===== src/rtl/uart_tx_frame_ctrl.sv =====
// uart_tx_frame_ctrl
// Frame controller placed right after the byte serializer. It accepts a byte,
// loads the serializer, paces one bit every CLKS_PER_BIT clocks, and puts
// start / data (LSB first) / optional parity / stop onto TX_OUT.
//
// Ports
//   clk, rst     : clock (rising edge), asynchronous active-high reset
//   P_DataIn     : byte to send, captured by the serializer on Ser_Load
//   Data_Valid   : send request, only looked at while idle
//   Par_EN       : append a parity bit (latched at accept)
//   Par_Type     : 0 even, 1 odd (latched at accept)
//   Ser_Data     : current serializer output bit
//   Ser_Load     : one-cycle strobe, serializer captures P_DataIn
//   Ser_Shift    : one-cycle strobe, serializer advances one bit
//   TX_OUT       : serial line, idle high
//   Busy         : frame in progress
//   Frame_Done   : one-cycle pulse in the last cycle of the stop bit
module uart_tx_frame_ctrl #(
  parameter int WIDTH        = 8,
  parameter int CLKS_PER_BIT = 16
) (
  input  logic             clk,
  input  logic             rst,
  input  logic [WIDTH-1:0] P_DataIn,
  input  logic             Data_Valid,
  input  logic             Par_EN,
  input  logic             Par_Type,
  input  logic             Ser_Data,
  output logic             Ser_Load,
  output logic             Ser_Shift,
  output logic             TX_OUT,
  output logic             Busy,
  output logic             Frame_Done
);

  localparam int PW = (CLKS_PER_BIT > 1) ? $clog2(CLKS_PER_BIT) : 1;
  localparam int BW = $clog2(WIDTH) + 1;

  localparam logic [PW-1:0] PS_LAST  = PW'(CLKS_PER_BIT - 1);
  localparam logic [PW-1:0] PS_DONE  = PW'(CLKS_PER_BIT - 2);
  localparam logic [PW-1:0] PS_SHIFT = PW'((CLKS_PER_BIT > 2) ? CLKS_PER_BIT - 3 : 0);
  localparam logic [BW-1:0] BIT_LAST = BW'(WIDTH - 1);
  localparam logic [BW-1:0] BIT_PEN  = BW'(WIDTH - 2);
  localparam logic [BW-1:0] BIT_SAT  = BW'(WIDTH);

  typedef enum logic [2:0] {S_IDLE, S_START, S_DATA, S_PARITY, S_STOP} state_t;

  state_t          r_state;
  logic [PW-1:0]   r_prescale;
  logic [BW-1:0]   r_bitcnt;
  logic            r_par_en;
  logic            r_par_bit;

  logic            w_bit_end;
  logic            w_shift_nxt;

  assign w_bit_end = (r_prescale == PS_LAST);

  // TX_OUT is a register that samples Ser_Data on the bit boundary, so the
  // serializer must already show the next bit at that edge. The shift strobe
  // is therefore registered one cycle early: it is high in the next-to-last
  // cycle of the bit and the serializer's new bit is settled during the last
  // cycle. With CLKS_PER_BIT = 2 that cycle is the first cycle of the bit,
  // so the strobe is set on the preceding boundary (including START->DATA).
  always_comb begin
    w_shift_nxt = 1'b0;
    if (CLKS_PER_BIT == 2)
      w_shift_nxt = ((r_state == S_START) && w_bit_end) ||
                    ((r_state == S_DATA) && w_bit_end && (r_bitcnt < BIT_PEN));
    else
      w_shift_nxt = (r_state == S_DATA) && (r_prescale == PS_SHIFT) &&
                    (r_bitcnt < BIT_LAST);
  end

  always_ff @(posedge clk or posedge rst) begin
    if (rst) begin
      r_state    <= S_IDLE;
      r_prescale <= '0;
      r_bitcnt   <= '0;
      r_par_en   <= 1'b0;
      r_par_bit  <= 1'b0;
      TX_OUT     <= 1'b1;
      Busy       <= 1'b0;
      Ser_Load   <= 1'b0;
      Ser_Shift  <= 1'b0;
      Frame_Done <= 1'b0;
    end else begin
      Ser_Load   <= 1'b0;
      Ser_Shift  <= w_shift_nxt;
      Frame_Done <= (r_state == S_STOP) && (r_prescale == PS_DONE);
      r_prescale <= (r_state == S_IDLE || w_bit_end) ? '0 : r_prescale + 1'b1;

      case (r_state)
        S_IDLE: begin
          TX_OUT   <= 1'b1;
          Busy     <= 1'b0;
          r_bitcnt <= '0;
          if (Data_Valid) begin
            r_state   <= S_START;
            Ser_Load  <= 1'b1;
            TX_OUT    <= 1'b0;
            Busy      <= 1'b1;
            r_par_en  <= Par_EN;
            r_par_bit <= (^P_DataIn) ^ Par_Type;
          end
        end
        S_START: begin
          if (w_bit_end) begin
            r_state <= S_DATA;
            TX_OUT  <= Ser_Data;
          end
        end
        S_DATA: begin
          if (w_bit_end) begin
            if (r_bitcnt == BIT_LAST) begin
              r_bitcnt <= BIT_SAT;
              if (r_par_en) begin
                r_state <= S_PARITY;
                TX_OUT  <= r_par_bit;
              end else begin
                r_state <= S_STOP;
                TX_OUT  <= 1'b1;
              end
            end else begin
              r_bitcnt <= r_bitcnt + 1'b1;
              TX_OUT   <= Ser_Data;
            end
          end
        end
        S_PARITY: begin
          if (w_bit_end) begin
            r_state <= S_STOP;
            TX_OUT  <= 1'b1;
          end
        end
        S_STOP: begin
          if (w_bit_end) begin
            r_state <= S_IDLE;
            Busy    <= 1'b0;
          end
        end
        default: begin
          r_state <= S_IDLE;
          TX_OUT  <= 1'b1;
          Busy    <= 1'b0;
        end
      endcase
    end
  end

endmodule


===== config.mk =====
export PLATFORM = sky130hd
export DESIGN_NAME = uart_tx_frame_ctrl
export DESIGN_NICKNAME = d
export VERILOG_FILES = /design/src/rtl/uart_tx_frame_ctrl.sv
export SDC_FILE = /design/constraint.sdc
export NUM_CORES = 1
export LEC_CHECK = 0
export CELL_PAD_IN_SITES_DETAIL_PLACEMENT = 1
export CELL_PAD_IN_SITES_GLOBAL_PLACEMENT = 1
export CORE_AREA = 4 4 57 59
export DETAILED_ROUTE_END_ITERATION = 8
export DIE_AREA = 0 0 61 63
export PLACE_DENSITY_LB_ADDON = 0.1
export SKIP_CTS_REPAIR_TIMING = 1
export SLEW_MARGIN = 40
export SYNTH_ARGS = -nofsm -noshare
export SYNTH_HDL_FRONTEND = slang
export SYNTH_SLANG_ARGS = --single-unit

===== constraint.sdc =====
create_clock -name clk -period 3.7 [get_ports clk]
set_input_delay 0.925 -clock clk [delete_from_list [all_inputs] [get_ports clk]]
set_output_delay 0.925 -clock clk [all_outputs]
set_load 0.02 [all_outputs]

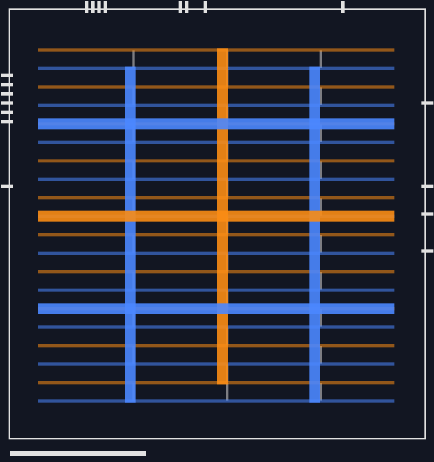
(run_1/pdn.png)
The bar under the picture is 20 um long. Pins as bars on the die edge. Tap cells in gray.
legend:
  blue:
    net: VSS
  orange:
    net: VDD
met5 straps: 3
rows: 19
tap cells: 31
die width: 61 um
Chip Height: 63 um
core region area: 2710 um^2
VDD IR max: 362 uV

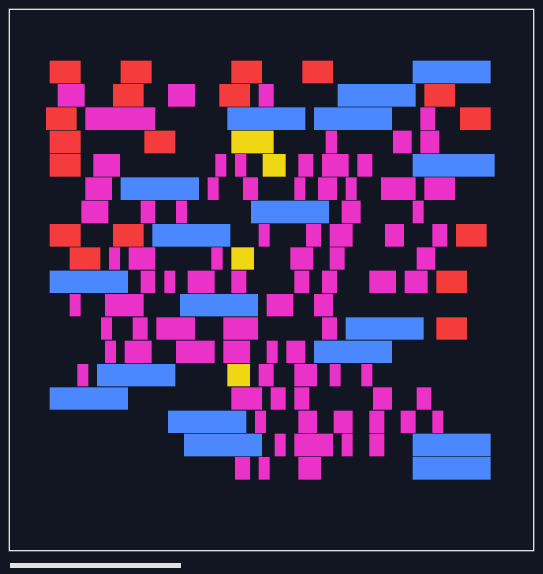
(run_1/cell_classes.png)
The bar under the picture is 20 um long.
legend:
  magenta:
    class: all other logic
    cells: 84
    share_of_their_area: 44%
  blue:
    class: flip-flops
    cells: 18
    share_of_their_area: 38%
  yellow:
    class: clock drivers and dummy loads
    cells: 4
    share_of_their_area: 3.0%
  red:
    class: other buffers and delay cells
    cells: 18
    share_of_their_area: 15%
floorplan row count: 19
final design utilization: 45.7%
Final Instance Area: 1240 um^2

==> run_summary.xml, run 1 <==
<?xml version="1.0" encoding="UTF-8"?>
<metrics>
  <group name="synth">
    <metric name="yosys_warnings" unit="">0</metric>
    <metric name="synth.yosys.chip_area" unit="um^2">1010</metric>
    <metric name="synth_top_area_share" unit="%">41.9</metric>
    <metric name="synth_sequential_area_ratio" unit="%">44.5</metric>
    <metric name="post_synth_instance_area" unit="um^2">1010</metric>
    <metric name="and_or_or_and_share_of_the_synthesized_area" unit="%">15.0</metric>
    <metric name="yosys-mux-area-fraction" unit="%">3.08</metric>
    <metric name="synthFlopType" unit="">sky130_fd_sc_hd__dfrtp_1</metric>
    <metric name="floorplan.nets" unit="">124</metric>
    <metric name="synth.cellmix.simpleShare" unit="%">17.6</metric>
    <metric name="synth.largest_area_cell" unit="">sky130_fd_sc_hd__dfrtp_1</metric>
  </group>
  <group name="critical_path">
    <metric name="worst_path_largest_cell_delay" unit="ns">0.59</metric>
    <metric name="setup.worst_path.end_class" unit="">output port</metric>
    <metric name="critical_path_buf_inv_count" unit="">1</metric>
    <metric name="timing.rr.end" unit="">r_state[0]$_DFFE_PP0P_</metric>
    <metric name="worstSetupEndpoint" unit="">TX_OUT</metric>
    <metric name="r2r.worst_path.cells" unit="">5</metric>
    <metric name="wp_depth" unit="">1</metric>
  </group>
  <group name="timing">
    <metric name="final.period_utilization" unit="%">63.5</metric>
    <metric name="final-max-slew-violation-count" unit="">0</metric>
    <metric name="timing.max_slew.rel_slack" unit="%">53.6</metric>
    <metric name="setup-violations-final" unit="">0</metric>
    <metric name="finalWorstPathRequiredPeriod" unit="ns">2.35</metric>
  </group>
  <group name="clock_network">
    <metric name="cts_inserted_buffers" unit="">3</metric>
    <metric name="clk_path_buf_depth" unit="">2</metric>
    <metric name="h-tree-depth" unit="">1</metric>
  </group>
  <group name="run_status">
    <metric name="run_status" unit="">finished, final reports clean</metric>
  </group>
  <group name="pwr">
    <metric name="power.density" unit="nW/um^2">618</metric>
    <metric name="p_leak" unit="nW">0.547</metric>
  </group>
  <group name="finish">
    <metric name="drive_gt1_share" unit="%">8.06</metric>
    <metric name="syn2layout_area_growth" unit="%">22.1</metric>
    <metric name="diodes" unit="">0</metric>
    <metric name="final-instance-count-excl-fill" unit="">155</metric>
  </group>
  <group name="grt">
    <metric name="globalRoute.totalOverflow" unit="">0</metric>
  </group>
  <group name="floorplanning">
    <metric name="initCoreUtil" unit="%">37.4</metric>
  </group>
  <group name="worst_hold_path">
    <metric name="hold_class" unit="">flop to flop</metric>
  </group>
  <group name="route">
    <metric name="drt_drc_violations_left" unit="">0</metric>
    <metric name="detailedRoute.firstIterationViolations" unit="">27</metric>
  </group>
  <group name="placement">
    <metric name="place_hpwl" unit="um">1760</metric>
    <metric name="placement.setup.worst_slack" unit="ns">1.35</metric>
    <metric name="dpl-instance-area" unit="um^2">1200</metric>
    <metric name="placed_cells" unit="">151</metric>
  </group>
</metrics>
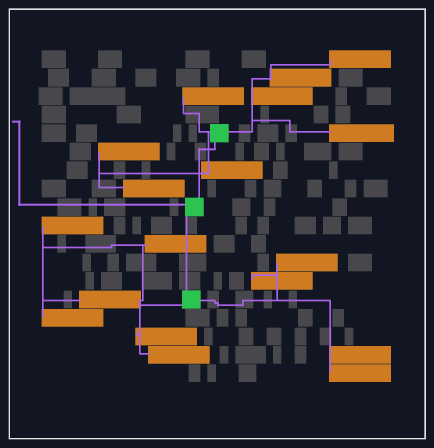
(run_1/clock_map.png)
legend:
  green:
    item: cells driving clock nets
    count: 3
  purple:
    item: clock wires
    length: 250 um
  orange:
    item: flip-flops
    count: 18
flops lie: spread over the die
routed clock nets: 4
Clock Latency Late Sink: 0.29 ns
total clock network power: 0.000124 W
clock skew: 0.00490 ns
clock group share of total power: 16.2%

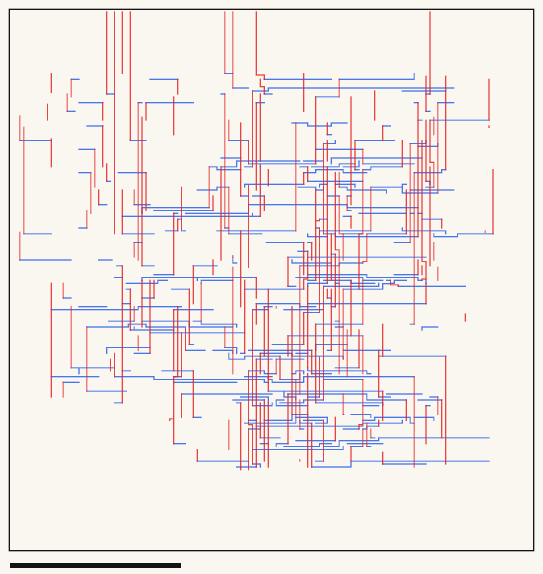
(run_1/metal_stack.png)
The bar under the picture is 20 um long. Two of the layers only.
legend:
  blue:
    layer: met1
    wire_length: 1,060 um
  red:
    layer: met2
    wire_length: 1,140 um
All-Layer GR Usage: 13.6%
Wirelength per Cell: 14.8 um
via count of the routed design: 863
total routed wirelength: 2300 um

-- run 1: layer usage --
metal / vias up / wire length (um) / track usage, %
met5: - / 0 / 0
met4: 0 / 29 / 5.69
met3: 4 / 74 / 2.48
met2: 17 / 1140 / 21.4
met1: 433 / 1060 / 17.9
li1: 409 / - / -
-- run 1: report_power, final --
group,internal [W],switching (W)
combinational,0.000139,0.000162
clock,0.0000600,0.0000645
sequential,0.000259,0.0000814
total,0.000458,0.000308
-- run 1: area by class of cell --
| cell class | count | area (um^2) |
|---|---|---|
| Clock buffer | 4 | 36.3 |
| Multi-Input combinational cell | 77 | 505 |
| Inverter | 7 | 26.3 |
| Fill cell | 322 | 1470 |
| Timing Repair Buffer | 18 | 180 |
| Tap cell | 31 | 38.8 |
| Sequential cell | 18 | 452 |
==> run 1 -> run 2 <==
- clock period: 3.7 -> 2.3 ns (I/O delays scaled with it)
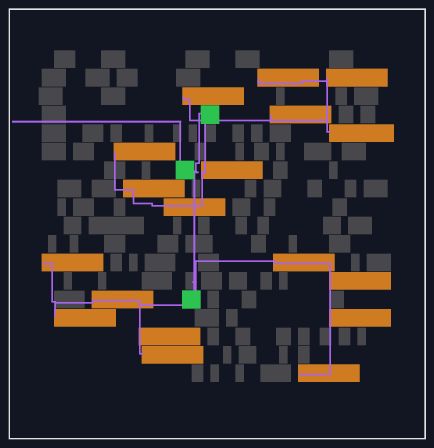
(run_2/clock_map.png)
clock group share of total power: 13.7%
total clock network power: 0.000165 W
clock skew: 0.00524 ns

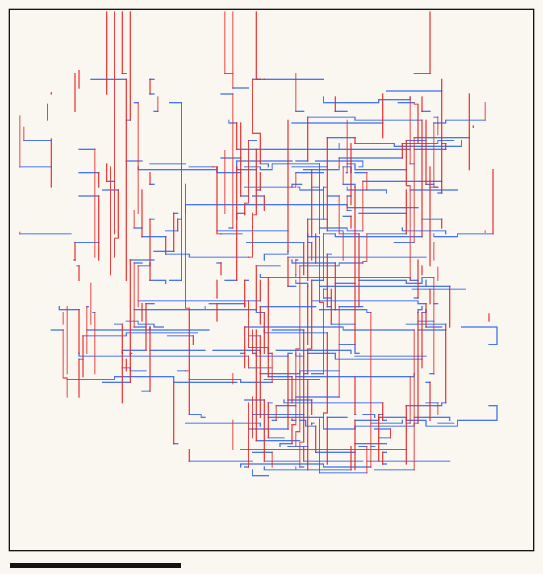
(run_2/metal_stack.png)
The bar under the picture is 20 um long. Two of the layers only.
legend:
  red:
    layer: met2
    wire_length: 1,160 um
  blue:
    layer: met1
    wire_length: 1,070 um
via count of the routed design: 843
total routed wirelength: 2320 um
Wirelength per Cell: 14.9 um
All-Layer GR Usage: 13.3%

==> run_summary.xml, run 2 <==
<?xml version="1.0" encoding="UTF-8"?>
<metrics>
  <group name="run_status">
    <metric name="run_status" unit="">finished, final reports clean</metric>
  </group>
  <group name="finish">
    <metric name="final-instance-count-excl-fill" unit="">156</metric>
    <metric name="syn2layout_area_growth" unit="%">21.8</metric>
    <metric name="num-fill-cells" unit="">317</metric>
    <metric name="utilization" unit="%">45.6</metric>
  </group>
  <group name="placement">
    <metric name="dpl-instance-area" unit="um^2">1210</metric>
  </group>
  <group name="pwr">
    <metric name="swShare" unit="%">40.9</metric>
    <metric name="internal-power" unit="W">0.000711</metric>
    <metric name="switching_power" unit="W">0.000493</metric>
    <metric name="top_power_group" unit="">sequential cells</metric>
  </group>
  <group name="worst_hold_path">
    <metric name="hold_class" unit="">flop to flop</metric>
  </group>
  <group name="critical_path">
    <metric name="r2r.worst_path.cells" unit="">5</metric>
    <metric name="timing.rr.end" unit="">r_state[0]$_DFFE_PP0P_</metric>
  </group>
  <group name="synth">
    <metric name="post_synth_instance_area" unit="um^2">1010</metric>
    <metric name="synth.cellmix.simpleShare" unit="%">17.6</metric>
    <metric name="synth.largest_area_cell" unit="">sky130_fd_sc_hd__dfrtp_1</metric>
  </group>
  <group name="grt">
    <metric name="met1_usage" unit="%">17.9</metric>
  </group>
  <group name="clock_network">
    <metric name="cts_inserted_buffers" unit="">3</metric>
    <metric name="h-tree-depth" unit="">1</metric>
  </group>
  <group name="floorplanning">
    <metric name="placeableCoreArea" unit="um^2">2710</metric>
    <metric name="die_x" unit="um">61</metric>
  </group>
</metrics>
[run 2: final cells by class]
cell class	instances	area (um^2)	area share (%)
Multi-Input combinational cell	77	505	40.9
Tap cell	31	38.8	3.14
Inverter	7	26.3	2.13
Timing Repair Buffer	19	188	15.2
Clock buffer	4	26.3	2.13
Sequential cell	18	452	36.5
[run 2: tightest hold or removal path, cell delays in order (launching register included)]
cell	delay [ns]
sky130_fd_sc_hd__dfrtp_1	0.36
sky130_fd_sc_hd__nand2_1	0.05
sky130_fd_sc_hd__o21ai_1	0.06
[run 2: kinds of logic (layout without fill, tap and decap cells)]
kind of cell	Yosys count	after routing
AOI/OAI and AO/OA	26	26
xor gates and xnor gates	9	9
adders and majority gates	4	4
buffers and inverters	11	30
DFF	18	18
muxes	3	3
and+or+nand+nor	35	35
==> run_2/pdn.png <==
The bar under the picture is 20 um long. Pins as bars on the die edge. Tap cells in gray.
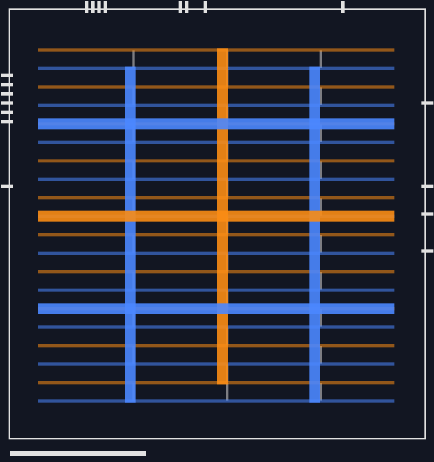

==> run 2 -> run 3 <==
--- a/config.mk
+++ b/config.mk
@@ -11,5 +11,5 @@
 export DETAILED_ROUTE_END_ITERATION = 8
 export DIE_AREA = 0 0 61 63
-export PLACE_DENSITY_LB_ADDON = 0.1
+export PLACE_DENSITY = 0.74
 export SKIP_CTS_REPAIR_TIMING = 1
 export SLEW_MARGIN = 40
==> constraint.sdc (replaced) <==
create_clock -name clk -period 2.3 [get_ports clk]
set_input_delay 0.575 -clock clk [delete_from_list [all_inputs] [get_ports clk]]
set_output_delay 0.575 -clock clk [all_outputs]
set_load 0.01 [all_outputs]
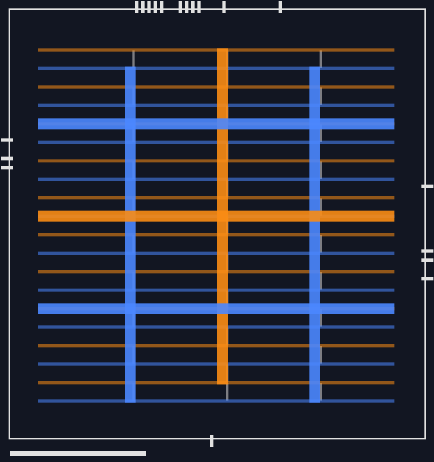
(run_3/pdn.png)
The bar under the picture is 20 um long. Pins as bars on the die edge. Tap cells in gray.
legend:
  blue:
    net: VSS
  orange:
    net: VDD
tap cells: 31
rows: 19
met4 straps: 3
met5 straps: 3
VDD IR max: 507 uV

==> run_summary.xml, run 3 <==
<?xml version="1.0" encoding="UTF-8"?>
<metrics>
  <group name="timing">
    <metric name="final.period_utilization" unit="%">84.0</metric>
    <metric name="setup-violations-final" unit="">0</metric>
    <metric name="final-max-slew-violation-count" unit="">0</metric>
    <metric name="timing.max_slew.rel_slack" unit="%">70.2</metric>
    <metric name="finalClockSkew" unit="ns">0.00561</metric>
  </group>
  <group name="placement">
    <metric name="place_hpwl" unit="um">1830</metric>
    <metric name="placement.setup.worst_slack" unit="ns">0.334</metric>
  </group>
  <group name="finish">
    <metric name="inverters_non_clock" unit="">7</metric>
    <metric name="clock_cell_area_share" unit="%">2.13</metric>
    <metric name="comb_area" unit="um^2">505</metric>
    <metric name="syn2layout_area_growth" unit="%">21.8</metric>
    <metric name="final-nonclk-buf-share" unit="%">15.2</metric>
    <metric name="layout.clock_buffers" unit="">4</metric>
    <metric name="layout.non_clock_buffers" unit="">19</metric>
  </group>
  <group name="route">
    <metric name="routed-wl-met2" unit="um">1150</metric>
    <metric name="drt_drc_violations_left" unit="">0</metric>
    <metric name="met3WireLength" unit="um">80</metric>
    <metric name="finalWirelength" unit="um">2320</metric>
    <metric name="detailedRoute.firstIterationViolations" unit="">20</metric>
    <metric name="highest-signal-layer" unit="">met4</metric>
  </group>
  <group name="synth">
    <metric name="and_or_or_and_share_of_the_synthesized_area" unit="%">15.0</metric>
    <metric name="synth.largest_area_cell" unit="">sky130_fd_sc_hd__dfrtp_1</metric>
    <metric name="floorplan.nets" unit="">124</metric>
    <metric name="synth.yosys.chip_area" unit="um^2">1010</metric>
    <metric name="synth_top_area_share" unit="%">41.9</metric>
  </group>
  <group name="critical_path">
    <metric name="critical_path_buf_inv_count" unit="">1</metric>
    <metric name="worst_path_largest_cell_delay" unit="ns">0.54</metric>
  </group>
  <group name="floorplanning">
    <metric name="floorplan.tapcells" unit="">31</metric>
    <metric name="die.size.y" unit="um">63</metric>
    <metric name="placeableCoreArea" unit="um^2">2710</metric>
    <metric name="die_x" unit="um">61</metric>
  </group>
  <group name="run_status">
    <metric name="run_status" unit="">finished, final reports clean</metric>
  </group>
  <group name="grt">
    <metric name="met1_usage" unit="%">18.1</metric>
    <metric name="all_layer_gr_usage" unit="%">13.5</metric>
    <metric name="met2_usage" unit="%">21.7</metric>
    <metric name="globalRoute.totalOverflow" unit="">0</metric>
  </group>
  <group name="worst_hold_path">
    <metric name="hold_class" unit="">flop to flop</metric>
  </group>
  <group name="pwr">
    <metric name="p_leak" unit="nW">0.546</metric>
  </group>
  <group name="clock_network">
    <metric name="h-tree-depth" unit="">1</metric>
    <metric name="clkLatencyLatePin" unit="ns">0.29</metric>
  </group>
</metrics>
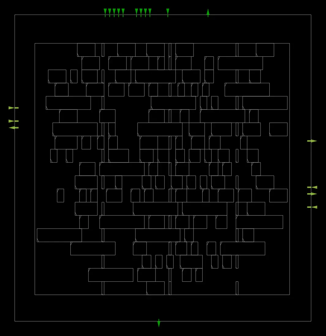
(run_3/final_placement.png)
register share of the cell area: 36.5%
Finished Layout Cells: 156
flip-flops: 18
filler cell count: 319

run 3: final timing paths:
check	depth (start not counted)	endpoint
hold / removal	2	r_par_bit$_DFFE_PP0P_
max in group asynchronous	3	TX_OUT$_DFFE_PP1P_
setup reg to reg	5	r_state[0]$_DFFE_PP0P_
setup / recovery	1	TX_OUT
hold reg to reg	2	r_par_bit$_DFFE_PP0P_
min in group asynchronous	3	r_prescale[1]$_DFF_PP0_
run 3: worst min-delay path, cell delays in order (launching register included):
cell and delay (ns):
sky130_fd_sc_hd__dfrtp_1 0.36, sky130_fd_sc_hd__nand2_1 0.05, sky130_fd_sc_hd__o21ai_1 0.06
run 3: where the power goes:
group | switching (W) | total, W | internal [W]
clock network | 0.000100 | 0.000168 | 0.0000674
registers | 0.000132 | 0.000548 | 0.000416
logic | 0.000248 | 0.000474 | 0.000226
Power and IR drop assume default switching activity.
